==> config.mk <==
export PLATFORM = sky130hd
export DESIGN_NAME = tree_node_upstream_merger_flat
export DESIGN_NICKNAME = d
export VERILOG_FILES = /design/src/rtl/tree_node_upstream_merger_if.sv /design/src/rtl/tree_node_upstream_merger.sv /design/src/flat_wrapper.sv
export SDC_FILE = /design/constraint.sdc
export NUM_CORES = 1
export LEC_CHECK = 0
export ABC_AREA = 1
export CORE_UTILIZATION = 40
export DETAILED_ROUTE_END_ITERATION = 6
export PLACE_DENSITY = 0.73
export SYNTH_ARGS = -nofsm -noshare
export SYNTH_HDL_FRONTEND = slang
export SYNTH_SLANG_ARGS = --single-unit
==> constraint.sdc <==
create_clock -name i_clk -period 3.4 [get_ports i_clk]
set_input_delay 0.68 -clock i_clk [delete_from_list [all_inputs] [get_ports i_clk]]
set_output_delay 0.68 -clock i_clk [all_outputs]
set_load 0.02 [all_outputs]
==> src/rtl/tree_node_upstream_merger_if.sv <==
// Child-to-parent merge bus: N_CHILD upstream inputs and one registered output stream.
// The master modport is the merger itself; the slave modport is the surrounding environment.
interface tree_node_upstream_merger_if #(
    parameter int N_CHILD = 5,
    parameter int DATA_W  = 16,
    parameter int SRC_W   = $clog2(N_CHILD)
);
    logic [N_CHILD-1:0]        child_valid;
    logic [N_CHILD-1:0]        child_ready;
    logic [N_CHILD*DATA_W-1:0] child_data;
    logic                      up_valid;
    logic                      up_ready;
    logic [DATA_W-1:0]         up_data;
    logic [SRC_W-1:0]          up_src;

    modport master (
        input  child_valid, child_data, up_ready,
        output child_ready, up_valid, up_data, up_src
    );

    modport slave (
        output child_valid, child_data, up_ready,
        input  child_ready, up_valid, up_data, up_src
    );
endinterface

==> src/rtl/tree_node_upstream_merger.sv <==
// Round-robin fan-in of child beats into one registered, source-tagged upstream stream,
// with a saturating count of beats handed to the parent.
module tree_node_upstream_merger #(
    parameter int N_CHILD = 5,
    parameter int DATA_W  = 16,
    parameter int SRC_W   = $clog2(N_CHILD),
    parameter int CNT_W   = 16
) (
    input  logic                        i_clk,
    input  logic                        i_rst,
    tree_node_upstream_merger_if.master bus,
    output logic [CNT_W-1:0]            o_fwd_count
);
    logic [SRC_W-1:0]   r_ptr;
    logic               r_up_valid;
    logic [DATA_W-1:0]  r_up_data;
    logic [SRC_W-1:0]   r_up_src;
    logic [CNT_W-1:0]   r_fwd_count;

    logic               w_load_en;
    logic               w_up_hs;
    logic               w_gnt_vld;
    logic [SRC_W-1:0]   w_gnt_idx;
    logic [N_CHILD-1:0] w_child_ready;

    assign w_load_en = !r_up_valid || bus.up_ready;
    assign w_up_hs   = r_up_valid && bus.up_ready;

    // Scan from the highest offset down so the nearest valid child after ptr wins.
    always_comb begin : grant_search
        int               idx;
        logic [SRC_W-1:0] idx_s;
        w_gnt_vld = 1'b0;
        w_gnt_idx = '0;
        idx       = 0;
        idx_s     = '0;
        for (int k = N_CHILD - 1; k >= 0; k--) begin
            idx = int'(r_ptr) + k;
            if (idx >= N_CHILD) idx = idx - N_CHILD;
            idx_s = SRC_W'(idx);
            if (bus.child_valid[idx_s]) begin
                w_gnt_vld = 1'b1;
                w_gnt_idx = idx_s;
            end
        end
    end

    always_comb begin
        w_child_ready = '0;
        if (!i_rst && w_load_en && w_gnt_vld) w_child_ready[w_gnt_idx] = 1'b1;
    end

    always_ff @(posedge i_clk) begin
        if (i_rst) begin
            r_ptr       <= '0;
            r_up_valid  <= 1'b0;
            r_up_data   <= '0;
            r_up_src    <= '0;
            r_fwd_count <= '0;
        end else begin
            if (w_load_en && w_gnt_vld) begin
                r_up_valid <= 1'b1;
                r_up_data  <= bus.child_data[int'(w_gnt_idx)*DATA_W +: DATA_W];
                r_up_src   <= w_gnt_idx;
                r_ptr      <= (w_gnt_idx == SRC_W'(N_CHILD - 1)) ? '0 : w_gnt_idx + 1'b1;
            end else if (w_up_hs) begin
                r_up_valid <= 1'b0;
            end
            if (w_up_hs && r_fwd_count != {CNT_W{1'b1}})
                r_fwd_count <= r_fwd_count + 1'b1;
        end
    end

    assign bus.child_ready = w_child_ready;
    assign bus.up_valid    = r_up_valid;
    assign bus.up_data     = r_up_data;
    assign bus.up_src      = r_up_src;
    assign o_fwd_count     = r_fwd_count;
endmodule

==> src/flat_wrapper.sv <==
// flat-port wrapper written by rule: the top's interface ports become plain ports
module tree_node_upstream_merger_flat 
#(
    parameter int N_CHILD = 5,
    parameter int DATA_W  = 16,
    parameter int SRC_W   = $clog2(N_CHILD),
    parameter int CNT_W   = 16
)
  (i_clk, i_rst, o_fwd_count, bus_child_valid, bus_child_data, bus_up_ready, bus_child_ready, bus_up_valid, bus_up_data, bus_up_src);
  tree_node_upstream_merger_if #(.N_CHILD(N_CHILD), .DATA_W(DATA_W), .SRC_W(SRC_W)) bus_i ();
  input  logic i_clk;
  input  logic i_rst;
  output logic [CNT_W-1:0] o_fwd_count;
  input wire logic [$bits(bus_i.child_valid)-1:0] bus_child_valid;
  input wire logic [$bits(bus_i.child_data)-1:0] bus_child_data;
  input wire logic [$bits(bus_i.up_ready)-1:0] bus_up_ready;
  output wire logic [$bits(bus_i.child_ready)-1:0] bus_child_ready;
  output wire logic [$bits(bus_i.up_valid)-1:0] bus_up_valid;
  output wire logic [$bits(bus_i.up_data)-1:0] bus_up_data;
  output wire logic [$bits(bus_i.up_src)-1:0] bus_up_src;
  assign bus_i.child_valid = bus_child_valid;
  assign bus_i.child_data = bus_child_data;
  assign bus_i.up_ready = bus_up_ready;
  assign bus_child_ready = bus_i.child_ready;
  assign bus_up_valid = bus_i.up_valid;
  assign bus_up_data = bus_i.up_data;
  assign bus_up_src = bus_i.up_src;
  tree_node_upstream_merger #(.N_CHILD(N_CHILD), .DATA_W(DATA_W), .SRC_W(SRC_W), .CNT_W(CNT_W)) u_core (.i_clk(i_clk), .i_rst(i_rst), .bus(bus_i), .o_fwd_count(o_fwd_count));
endmodule
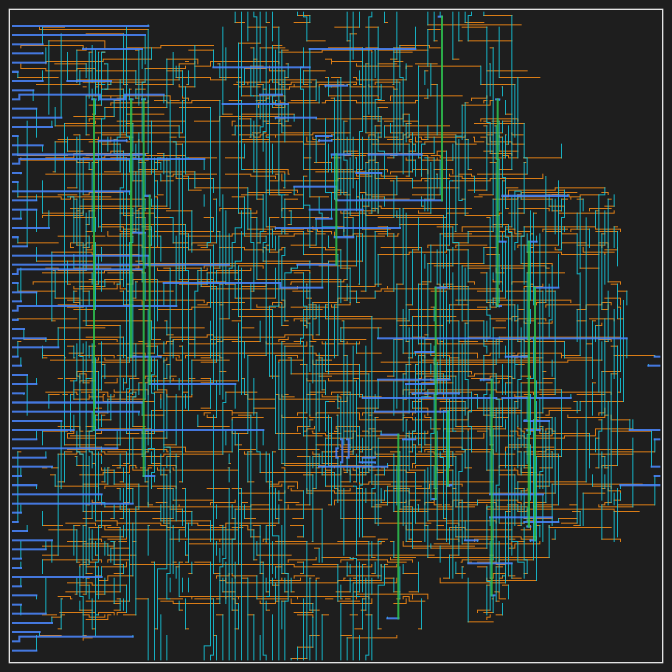
Run 1: wiring by layer
met2 -> cyan  # wire length 6620 um
met1 -> orange  # wire length 5190 um
met3 -> blue  # wire length 933 um
met4 -> green  # wire length 426 um
gr usage total: 0.283
Post-Route WL: 13200 um
Wirelength per Cell: 15.0 um
vias after detailed routing: 4603

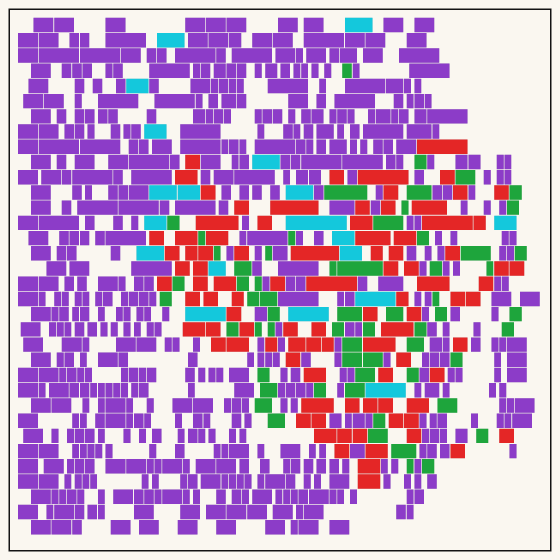
Run 1: sizing map
drive 6 and up -> cyan  # cells 19, share 2.5%
drive 3 to 4 -> red  # cells 93, share 12%
drive 2 -> green  # cells 61, share 7.9%
drive 1 or less -> purple  # cells 599, share 78%

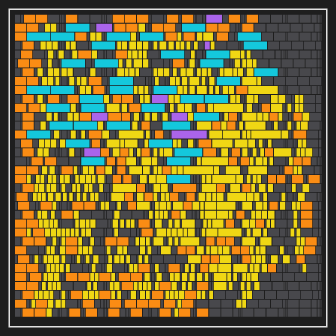
Run 1: cells colored by class
Fill, decap, tap and diode cells in gray.
clock drivers and dummy loads -> purple  # cells 8
other buffers and delay cells -> orange  # cells 189
flip-flops -> cyan  # cells 39
all other logic -> yellow  # cells 536

==> summary.txt, run 1 <==
yosys + openroad results -> top cell category multi-input combinational cells, Final Cell Area 5700 um2, failing checks setup timing, number of global-route vias before repair 4334, Logic power comb 6100 uW, final setup fails 2, logic share of the area 0.443, Post-DP Area 5220 um2, DRC 0, H-tree levels 2, Psw 3980 uW, Crit Path Max Fanout 7, PD cells 1260 nW/um2, xor/xnor share 0.00980, Crit. path cell count 18, WL met2 6620 um, Rel. slew slack 0.436, WHS Path Cells 2, layout cells sized above 1 0.224, grt met2 use 0.506, clock share of power 0.056, R2R cell count 23, Top Metal Used met4, first-pass GRT wire length 20300 um, clk_lat worst skew 0.30 ns, initial antenna violation count 0, cycle use final 1.02, Design Power 7190 uW, status complete, but fails checks, DR WL met3 933 um, final worst slack -0.0669 ns, Top-area cell share 0.218, Non-clock buffers, area share 0.310, Longest Clk Path Bufs 2, Via density 5.23, Post-CTS Resized 66, num tapcells 108, CP startpoint u_core.r_ptr[0], flop count 39, sequential power 688 uW, Post-Synthesis Cell Area 3570 um2, Synth Instances 599, Die X 96.5 um, PortBufs 128, sequential share of power 0.096, Clock-cell share 0.0206, critical path required time 2.72 ns, Mapped Nets 697, final hold vios 0, Yosys cell types 41, Layout clock buffers 6, DP HPWL 9960 um
Run 1, I/O nets highlighted:
Bar = 20 um.
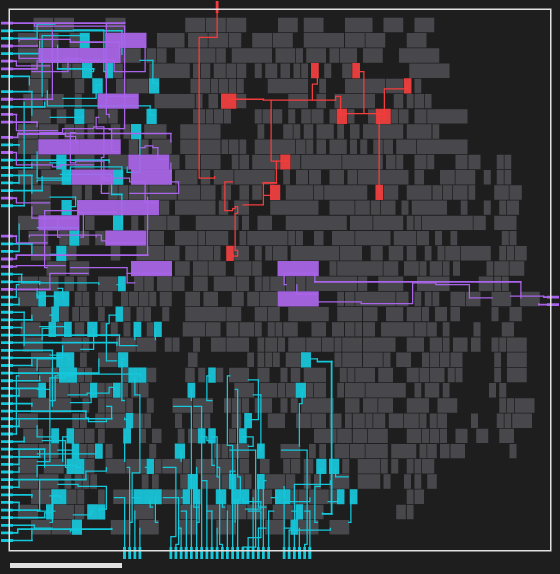

--- run 2 (diff from run 1) ---
Settings changed: CORE_UTILIZATION 40 to 34, PLACE_DENSITY 0.73 to unset, SLEW_MARGIN set to 20.
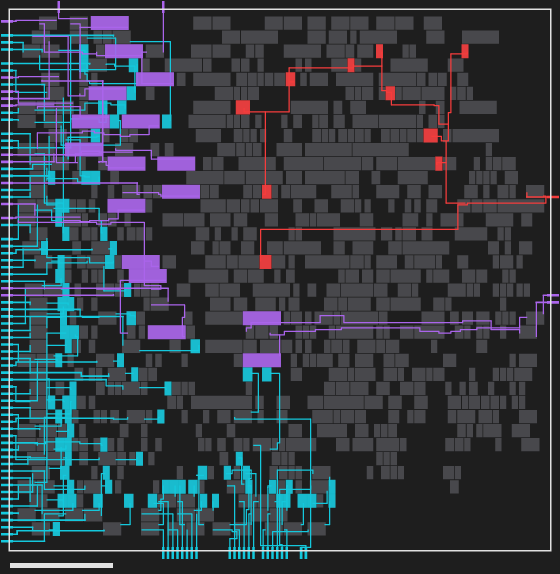
Run 2: I/O nets highlighted
Bar = 20 um.
bus_up_data -> purple  # bits 16, direction output, end cells 16, buffers 16, wire 672 um
bus_child_data -> cyan  # bits 80, direction input, end cells 80, buffers 80, wire 1480 um
i_rst -> red  # bits 1, direction input, end cells 10, buffers 2, wire 197 um
IO Pins: 129
PortBufs: 128

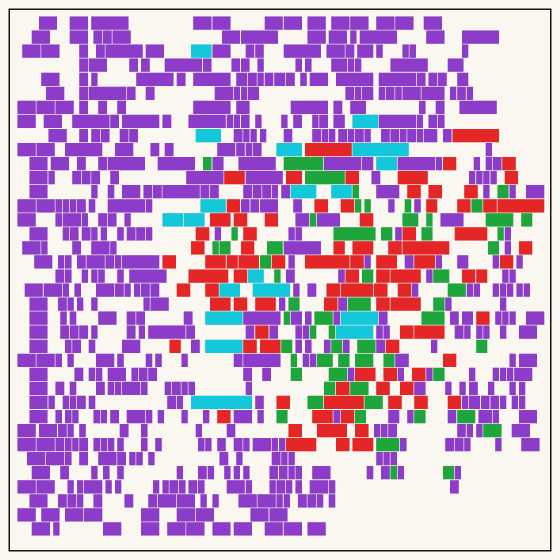
Run 2: sizing map
drive 2 -> green  # cells 60, share 7.8%
drive 1 or less -> purple  # cells 602, share 78%
drive 6 and up -> cyan  # cells 19, share 2.5%
drive 3 to 4 -> red  # cells 92, share 12%
Final Cell Area: 5780 um2
final worst slack: -0.0517 ns
Non-clk bufs: 190
Layout area overhead: 61.6%

==> run 2 against run 1 <==
Against the previous run: the run ends with DRC, setup timing left; combinational power grew 3.4%; critical path depth fell by 2; global-route usage down 5.1 points; worst hold slack better by 0.0028 ns; design area grew 1.3%; wire length down 2.2%; clock skew up 0.0059 ns; cell count is 3.3% higher; power increased by 2.7%; via count decreased by 3.7%; register-to-register slack better by 0.02 ns; maximum frequency is 0.44% higher.
==> summary.txt, run 2 <==
yosys + openroad results -> critical path required time 2.72 ns (about the same), final hold vios 0 (unchanged), status complete, but fails checks (unchanged), grt met2 use 0.407 (was 0.506), Post-DP Area 5230 um2 (was 5220 um2), Non-clock buffers, area share 0.313 (was 0.310), Design Power 7390 uW (was 7190 uW), DRC 2 (was 0), R2R cell count 23 (unchanged), final setup fails 2 (unchanged), Post-CTS Resized 55 (was 66), DP HPWL 9900 um (was 9960 um), WL met2 6140 um (was 6620 um), Longest Clk Path Bufs 2 (unchanged), Wirelength per Cell 14.2 um (was 15.0 um), Layout clock buffers 5 (was 6), Via density 4.88 (was 5.23), cycle use final 1.02 (about the same), Logic power comb 6310 uW (was 6100 uW), num tapcells 136 (was 108), Psw 3960 uW (was 3980 uW), Crit. path cell count 16 (was 18), CP startpoint u_core.r_ptr[0] (unchanged), PD cells 1280 nW/um2 (was 1260 nW/um2), Post-Synthesis Cell Area 3570 um2 (unchanged), Rel. slew slack 0.697 (was 0.436), sequential power 681 uW (was 688 uW), first-pass GRT wire length 20800 um (was 20300 um), Top-area cell share 0.218 (unchanged), failing checks DRC, setup timing (was setup timing), flop count 39 (unchanged), sequential share of power 0.092 (was 0.096), gr usage total 0.232 (was 0.283), final worst slack -0.0517 ns (was -0.0669 ns), Yosys cell types 41 (unchanged), Die X 105 um (was 96.5 um), logic share of the area 0.440 (was 0.443), layout cells sized above 1 0.221 (was 0.224), Post-Route WL 12900 um (was 13200 um), Crit Path Max Fanout 4 (was 7), number of global-route vias before repair 4368 (was 4334), clock share of power 0.053 (was 0.056), initial antenna violation count 0 (unchanged)
--- run 3 (diff from run 2) ---
Settings changed: SLEW_MARGIN 20 to 30.
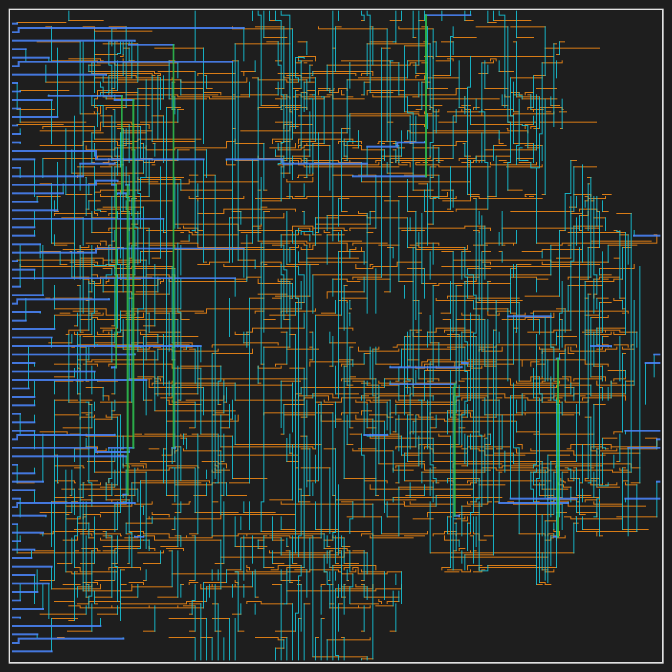
Run 3: wiring by layer
met1 -> orange  # wire length 5630 um
met3 -> blue  # wire length 828 um
met4 -> green  # wire length 290 um
met2 -> cyan  # wire length 6140 um

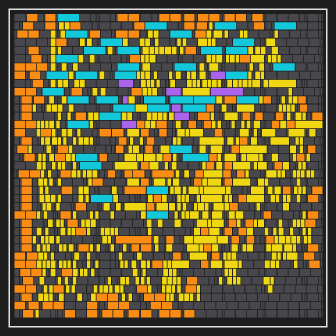
Run 3: cells colored by class
Fill, decap, tap and diode cells in gray.
flip-flops -> cyan  # cells 39
clock drivers and dummy loads -> purple  # cells 8
all other logic -> yellow  # cells 536
other buffers and delay cells -> orange  # cells 190

==> run 3 against run 2 <==
Against the previous run: combinational power barely moved; the flow still finishes with violations (DRC, setup timing); largest power group unchanged; flip-flop count did not move; wire length did not move; maximum frequency did not move; core utilization did not move.
==> summary.txt, run 3 <==
yosys + openroad results -> Die X 105 um (unchanged), final hold vios 0 (unchanged), Longest Clk Path Bufs 2 (unchanged), Clock-cell share 0.0195 (unchanged), PortBufs 128 (unchanged), synth top area cells dfxtp_1 22%, nand2_1 19%, nand3_1 11% (unchanged), initial antenna violation count 0 (unchanged), Via density 4.88 (unchanged), unrepaired setup endpoints after global routing yes (unchanged), Yosys cell types 41 (unchanged), Psw 3960 uW (unchanged), first-pass GRT wire length 20800 um (unchanged), Crit Path Max Fanout 4 (unchanged), final worst slack -0.0517 ns (unchanged), Metal-1 WL 5630 um (unchanged), Synth Instances 599 (unchanged), Crit. path cell count 16 (unchanged), grt met2 use 0.407 (unchanged), flop count 39 (unchanged), top logic cells by instance count in the layout 171 x nand2_1, 123 x clkdlybuf4s50_1, 73 x nand3_1 (unchanged), die height 105 um (unchanged), Comb power frac 0.855 (about the same), Post-Route WL 12900 um (unchanged), final setup fails 2 (unchanged), CP max-delay cell fa_2 (unchanged), Chip Area, Yosys 3570 um2 (unchanged), Largest logic family simple AND/OR/NAND/NOR gates (unchanged), r2r endpoint u_core.bus.up_data[9] (unchanged), H-tree levels 2 (unchanged), Non-clk bufs 190 (unchanged), crit-path cells inv_2 -> ha_4 -> inv_2 -> fa_2 -> inv_4 -> nand3_4 -> buf_4 -> nand3_2 -> nand3_2 -> nand2_1 -> nand2_2 -> a31oi_4 -> o21ai_4 -> buf_6 -> nor4_4 -> buf_4 (unchanged), Leak 0.00271 uW (unchanged), DR WL met3 827 um (unchanged), WHS Path Cells 2 (unchanged), Mapped Nets 697 (unchanged), gr usage total 0.232 (unchanged), logic share of the area 0.440 (unchanged), R2R cell count 23 (unchanged), status complete, but fails checks (unchanged), CTS tree built (unchanged), GRT Residual Overflow 0 (unchanged), num tapcells 136 (unchanged), Top Metal Used met4 (unchanged), P_clk 392 uW (about the same), WL met2 6140 um (unchanged), PD cells 1280 nW/um2 (unchanged), # diodes 0 (unchanged), IO Pins 129 (unchanged), cycle use final 1.02 (unchanged), sequential power 681 uW (about the same), Commonest cells post-synth 181 x nand2_1, 81 x nand3_1, 75 x inv_1 (unchanged), layout cells sized above 1 0.221 (unchanged), CTS root buf clkbuf_8 (unchanged), Top-area cell share 0.218 (unchanged), Logic power comb 6310 uW (about the same), logic area 2540 um2 (unchanged), top cell category multi-input combinational cells (unchanged), ys async rst share 0 (unchanged), Post-CTS Resized 55 (unchanged), Max rail drop VDD 696 uV (unchanged), Fin Clk Skew 0.0163 ns (unchanged), FMAX 0.290 GHz (unchanged), failing checks DRC, setup timing (unchanged), hold path startpoint u_core.o_fwd_count[12] (unchanged), Design Power 7390 uW (unchanged), DRC 2 (unchanged), clock share of power 0.053 (about the same), CP startpoint u_core.r_ptr[0] (unchanged), Post-DP Area 5230 um2 (unchanged), Final Cell Area 5780 um2 (unchanged), Post-Synthesis Cell Area 3570 um2 (unchanged), clk slew on worst S/H paths 0.08 ns (about the same), vias after detailed routing 4432 (unchanged), clk_lat worst skew 0.29 ns (about the same), xor/xnor share 0.00980 (unchanged), number of global-route vias before repair 4368 (unchanged), critical path required time 2.72 ns (about the same), Layout clock buffers 5 (unchanged), Rel. slew slack 0.697 (unchanged), Wirelength per Cell 14.2 um (unchanged), Worst Path Arrival 2.77 ns (about the same), Non-clock buffers, area share 0.313 (unchanged), DP HPWL 9900 um (unchanged), sequential share of power 0.092 (about the same), Layout area overhead 61.6% (unchanged)

==> gallery <==
Placement view.
(a)
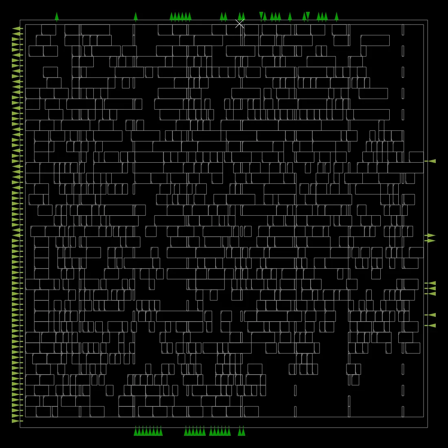
(b)
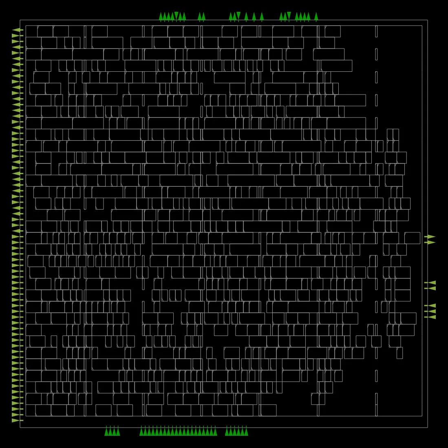
- run 3 = (a)
- run 1 = (b)
- highest utilization: (b)

Power figures rest on the tool's default switching activity, not on a simulated workload.
